<file path="src/rtl/des_block_packer.sv">
`default_nettype none
// +----------------------------------------------------------------------------+
// | Module   : des_block_packer                                                |
// | Packs an 8-bit byte stream MSB-first into 64-bit DES blocks and queues     |
// | them in a DEPTH-slot FIFO popped by the DES core's next_data pulse.        |
// | Option   : define DES_PACKER_PAD_EN to enable zero-padded flush of a       |
// |            partial block.                                                  |
// | Revision : 1.0                                                             |
// +----------------------------------------------------------------------------+
module des_block_packer #(
    parameter int DEPTH = 4,
    parameter int AW    = $clog2(DEPTH)
) (
    input  logic          clk,
    input  logic          n_rst,
    input  logic [7:0]    byte_in,
    input  logic          byte_valid,
    output logic          byte_ready,
    input  logic          flush,
    output logic [63:0]   data_out,
    output logic          ready,
    input  logic          next_data,
    output logic [AW:0]   blk_count,
    output logic          underrun
);

    logic [2:0]  byte_cnt;
    logic [2:0]  cnt_next;
    logic [63:0] assembler;
    logic [63:0] assembled;
    logic [63:0] mem [DEPTH];
    logic [AW:0] wr_ptr;
    logic [AW:0] rd_ptr;
    logic        flush_pend;
    logic        flush_set;
    logic        full;
    logic        empty;
    logic        accept;
    logic        byte_commit;
    logic        pad_commit;
    logic        commit;
    logic        pop;

    // Pointers carry one extra MSB so a full FIFO reads as DEPTH rather than 0.
    assign blk_count   = wr_ptr - rd_ptr;
    assign full        = blk_count[AW];
    assign empty       = (blk_count == '0);
    assign ready       = !empty;
    assign data_out    = empty ? 64'h0 : mem[rd_ptr[AW-1:0]];

    // Only the block-completing byte needs a free slot; earlier bytes sit in the assembler.
    assign byte_ready  = !((byte_cnt == 3'd7) && full) && !flush_pend;
    assign accept      = byte_valid && byte_ready;
    assign cnt_next    = accept ? byte_cnt + 3'd1 : byte_cnt;
    assign assembled   = accept ? (assembler | ({byte_in, 56'h0} >> {byte_cnt, 3'b000}))
                                : assembler;
    assign byte_commit = accept && (byte_cnt == 3'd7);
    assign pad_commit  = flush_pend && !full;
    assign commit      = byte_commit || pad_commit;
    assign pop         = next_data && !empty;

`ifdef DES_PACKER_PAD_EN
    assign flush_set   = flush && !flush_pend && (cnt_next != 3'd0);
`else
    logic unused_flush;
    assign unused_flush = flush;
    assign flush_set    = 1'b0;
`endif

    always_ff @(posedge clk or negedge n_rst) begin
        if (!n_rst) begin
            byte_cnt   <= 3'd0;
            assembler  <= 64'h0;
            wr_ptr     <= '0;
            rd_ptr     <= '0;
            flush_pend <= 1'b0;
            underrun   <= 1'b0;
        end else begin
            if (pad_commit) begin
                byte_cnt   <= 3'd0;
                assembler  <= 64'h0;
                flush_pend <= 1'b0;
            end else begin
                if (accept) begin
                    byte_cnt  <= cnt_next;
                    assembler <= byte_commit ? 64'h0 : assembled;
                end
                if (flush_set) begin
                    flush_pend <= 1'b1;
                end
            end
            if (commit) begin
                wr_ptr <= wr_ptr + 1'b1;
            end
            if (pop) begin
                rd_ptr <= rd_ptr + 1'b1;
            end
            if (next_data && empty) begin
                underrun <= 1'b1;
            end
        end
    end

    // Storage needs no reset: contents are only visible through the non-empty head.
    always_ff @(posedge clk) begin
        if (commit) begin
            mem[wr_ptr[AW-1:0]] <= assembled;
        end
    end

endmodule
`default_nettype wire
</file>
<file path="config.mk">
export PLATFORM = sky130hd
export DESIGN_NAME = des_block_packer
export DESIGN_NICKNAME = d
export VERILOG_FILES = /design/src/rtl/des_block_packer.sv
export SDC_FILE = /design/constraint.sdc
export NUM_CORES = 1
export LEC_CHECK = 0
export ABC_CLOCK_PERIOD_IN_PS = 11900
export CAP_MARGIN = 20
export CORE_ASPECT_RATIO = 1.5
export CORE_MARGIN = 1.5
export CORE_UTILIZATION = 50
export CTS_CLUSTER_DIAMETER = 100
export DETAILED_ROUTE_END_ITERATION = 16
export GPL_TIMING_DRIVEN = 0
export PLACE_DENSITY_LB_ADDON = 0.25
export SYNTH_ARGS = -nofsm -noshare
export SYNTH_HDL_FRONTEND = slang
export SYNTH_SLANG_ARGS = --single-unit
</file>
<file path="constraint.sdc">
create_clock -name clk -period 11.9 [get_ports clk]
set_input_delay 2.38 -clock clk [delete_from_list [all_inputs] [get_ports clk]]
set_output_delay 2.38 -clock clk [all_outputs]
set_load 0.02 [all_outputs]
</file>
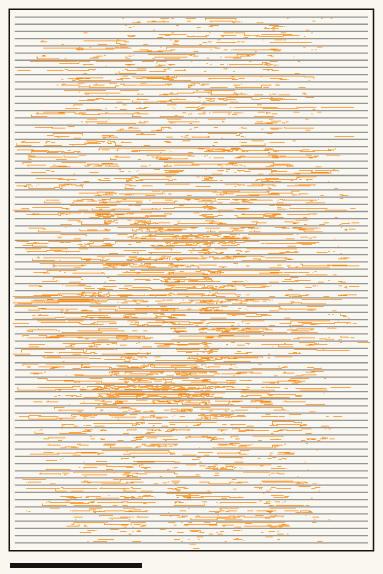
(run_1/met1.png)
Bar = 50 µm. Supply wires on this layer in gray.
wire length on this layer: 10400 µm
main direction: horizontal
share of all routed wire: 39%
total vias in the final route: 7090
met1 Use GR: 0.253
WL final: 26800 µm

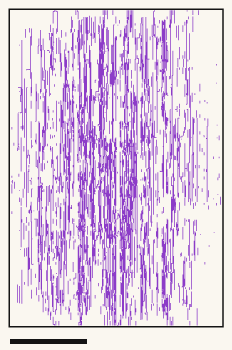
(run_1/met2.png)
Bar = 50 µm.
share of all routed wire: 54%
wire length on this layer: 14500 µm
main direction: vertical
longest straight run: 77.2 µm

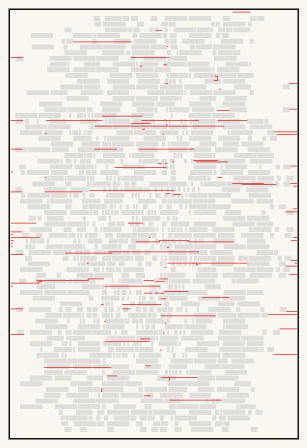
(run_1/met3.png)
longest straight run: 61.2 µm
wire length on this layer: 1030 µm
share of all routed wire: 3.8%
main direction: horizontal
nets with wire on the layer: 67
GR Util met3: 0.0236

==> results.py, run 1 <==
# Flow results
metrics = {
    "finish": {
        "nets": 966,
        "regArea_mm2": 0.00954,
        "dominant-cell-class": "flip-flops and latches",
        "ff_count": 330,
        "drive_above_1_share": 0.166,
        "nNonClkBuffers": 138,
    },
    "worst_setup_path": {
        "crit_type": "register to output pin",
        "critPathMaxFanout": 10,
        "worstSetupStartpoint": "wr_ptr[0]$_DFFE_PN0P_",
        "max_stage_delay_ps": 610,
        "endpoint_kind": "output pin",
        "required_ps": 9520,
    },
    "power": {
        "p_seq_frac": 0.350,
        "p_total_mw": 4.60,
        "power.internal_mw": 2.96,
    },
    "logic_synthesis": {
        "synthArstFlopShare": 0.224,
        "synth-cells-yosys": 826,
        "yosys_warnings": 0,
        "common_cells": "edfxtp_1, and2_1, dfrtp_1",
        "synth_seq_share": 0.709,
    },
    "timing": {
        "skew_ps": 8.60,
        "max-slew-margin-rel": 0.454,
        "slew_viol_final": 0,
        "worst_slack_ps": 5630,
        "whs_ps": 489,
    },
    "clock_network": {
        "cts_hold_buf": 0,
        "clock-sinks": 330,
        "clockBufferDepth": 3,
    },
    "floorplan": {
        "die-area_mm2": 0.0279,
    },
    "global_routing": {
        "antenna_found_initial": 0,
        "grt_busiest_layer": "met2",
    },
    "routing": {
        "top_layer": "met4",
        "wl_met2_um": 14500,
    },
    "hold_path": {
        "holdPathStages": 1,
    },
    "outcome": {
        "status": "complete, no violations",
    },
}
--- run 2 (diff from run 1) ---
--- a/config.mk
+++ b/config.mk
@@ -5,7 +5,7 @@
 export SDC_FILE = /design/constraint.sdc
 export NUM_CORES = 1
 export LEC_CHECK = 0
-export ABC_CLOCK_PERIOD_IN_PS = 11900
+export ABC_CLOCK_PERIOD_IN_PS = 5700
 export CAP_MARGIN = 20
 export CORE_ASPECT_RATIO = 1.5
 export CORE_MARGIN = 1.5
==> constraint.sdc (replaced) <==
create_clock -name clk -period 5.7 [get_ports clk]
set_input_delay 1.14 -clock clk [delete_from_list [all_inputs] [get_ports clk]]
set_output_delay 1.14 -clock clk [all_outputs]
set_load 0.02 [all_outputs]
==> run 2 against run 1 <==
  * Hold slack worse by 11 ps
  * Largest power group unchanged
  * Combinational power increased by 110%
  * Sequential cell count unchanged
  * Global-route usage stayed put
  * Sequential power up 110%
  * Die area unchanged
  * Register-to-register slack worse by 6200 ps
  * Non-clock buffer count unchanged
  * Synthesized area unchanged
  * Wire length unchanged
  * Largest cell class unchanged
  * Worst setup slack worse by 5000 ps
==> results.py, run 2 <==
# Flow results
metrics = {
    "outcome": {
        "status": "complete, no violations",
    },
    "worst_setup_path": {
        "critPathMaxFanout": 10,
        "endpoint_kind": "output pin",
        "required_ps": 4560,
        "worstSetupStartpoint": "wr_ptr[0]$_DFFE_PN0P_",
    },
    "finish": {
        "drive_above_1_share": 0.166,
        "dominant-cell-class": "flip-flops and latches",
        "regArea_mm2": 0.00954,
        "nNonClkBuffers": 138,
    },
    "timing": {
        "max-slew-margin-rel": 0.454,
        "slew_viol_final": 0,
        "whs_ps": 478,
    },
    "logic_synthesis": {
        "common_cells": "edfxtp_1, and2_1, dfrtp_1",
        "synth-cells-yosys": 826,
        "synthArstFlopShare": 0.224,
    },
    "global_routing": {
        "use_met1": 0.253,
        "antenna_found_initial": 0,
    },
    "clock_network": {
        "clock-sinks": 330,
        "clockBufferDepth": 3,
    },
    "power": {
        "p_total_mw": 9.60,
        "power.internal_mw": 6.17,
    },
    "routing": {
        "drt-total-wl_um": 26800,
    },
}
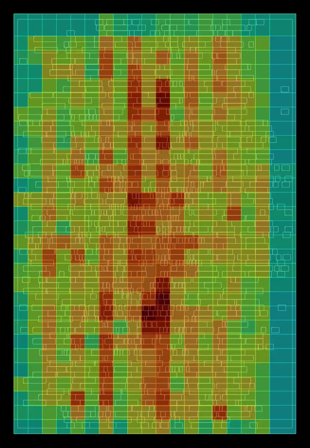
(run_2/final_congestion.png)
Global Route Usage Sum: 0.204
global route hottest layer: met2
Util after Layout: 0.595

--- run 3 (diff from run 2) ---
--- a/config.mk
+++ b/config.mk
@@ -11,6 +11,7 @@
 export CORE_MARGIN = 1.5
 export CORE_UTILIZATION = 50
 export CTS_CLUSTER_DIAMETER = 100
+export CTS_CLUSTER_SIZE = 30
 export DETAILED_ROUTE_END_ITERATION = 16
 export GPL_TIMING_DRIVEN = 0
 export PLACE_DENSITY_LB_ADDON = 0.25
==> run 3 against run 2 <==
  * Worst setup slack improved by 25 ps
  * Hold slack better by 29 ps
  * Final cell count is 2.2% lower
  * Core utilization fell by 1.9 points
  * Highest routed layer unchanged
  * Critical path depth stayed put
  * Wire length is 2.0% lower
  * Synthesized cell count is the same
  * Via count shrank 1.1%
  * Clock skew rose by 15 ps
  * Sequential cell count is the same
  * Total power down 7.6%
==> results.py, run 3 <==
# Flow results
metrics = {
    "outcome": {
        "status": "complete, no violations",
    },
    "routing": {
        "wl_met1_um": 10300,
        "wl_met2_um": 14100,
        "top_layer": "met4",
        "drt-total-wl_um": 26200,
        "dr_total_vias": 7009,
    },
    "logic_synthesis": {
        "yosys_warnings": 0,
        "synth_seq_share": 0.709,
        "common_cells": "edfxtp_1, and2_1, dfrtp_1",
    },
    "worst_setup_path": {
        "crit_type": "register to output pin",
        "required_ps": 4560,
        "critPathMaxFanout": 10,
        "endpoint_kind": "output pin",
        "max_stage_delay_ps": 610,
        "worstSetupStartpoint": "wr_ptr[0]$_DFFE_PN0P_",
    },
    "global_routing": {
        "antenna_found_initial": 1,
        "grt_busiest_layer": "met2",
        "met3_usage": 0.0186,
    },
    "power": {
        "power.leakage_nw": 5.36,
        "power.internal_mw": 5.58,
        "p_seq_frac": 0.378,
    },
    "finish": {
        "drive_above_1_share": 0.145,
        "fin_cells": 1274,
        "nets": 951,
        "regArea_mm2": 0.00954,
        "nNonClkBuffers": 138,
        "ff_count": 330,
    },
    "timing": {
        "max-slew-margin-rel": 0.455,
        "whs_ps": 507,
        "worst_slack_ps": 693,
        "skew_ps": 24.0,
        "slew_viol_final": 0,
    },
    "clock_network": {
        "clock-sinks": 330,
        "cts_resized": 0,
        "clockBufferDepth": 3,
        "cts_tree": "done",
    },
}
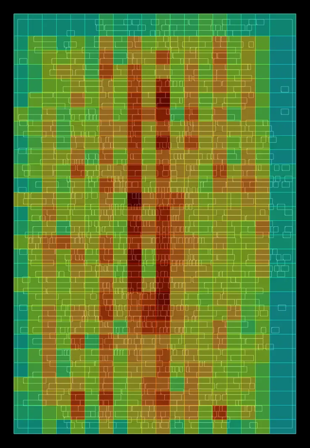
(run_3/final_congestion.png)
Util after Layout: 0.576
Global Route Usage Sum: 0.198
routed wire length per instance: 20.6 µm
met1 Use GR: 0.250
met2 Use GR: 0.354

No activity file was given, so power comes from the tool's default toggle rates.
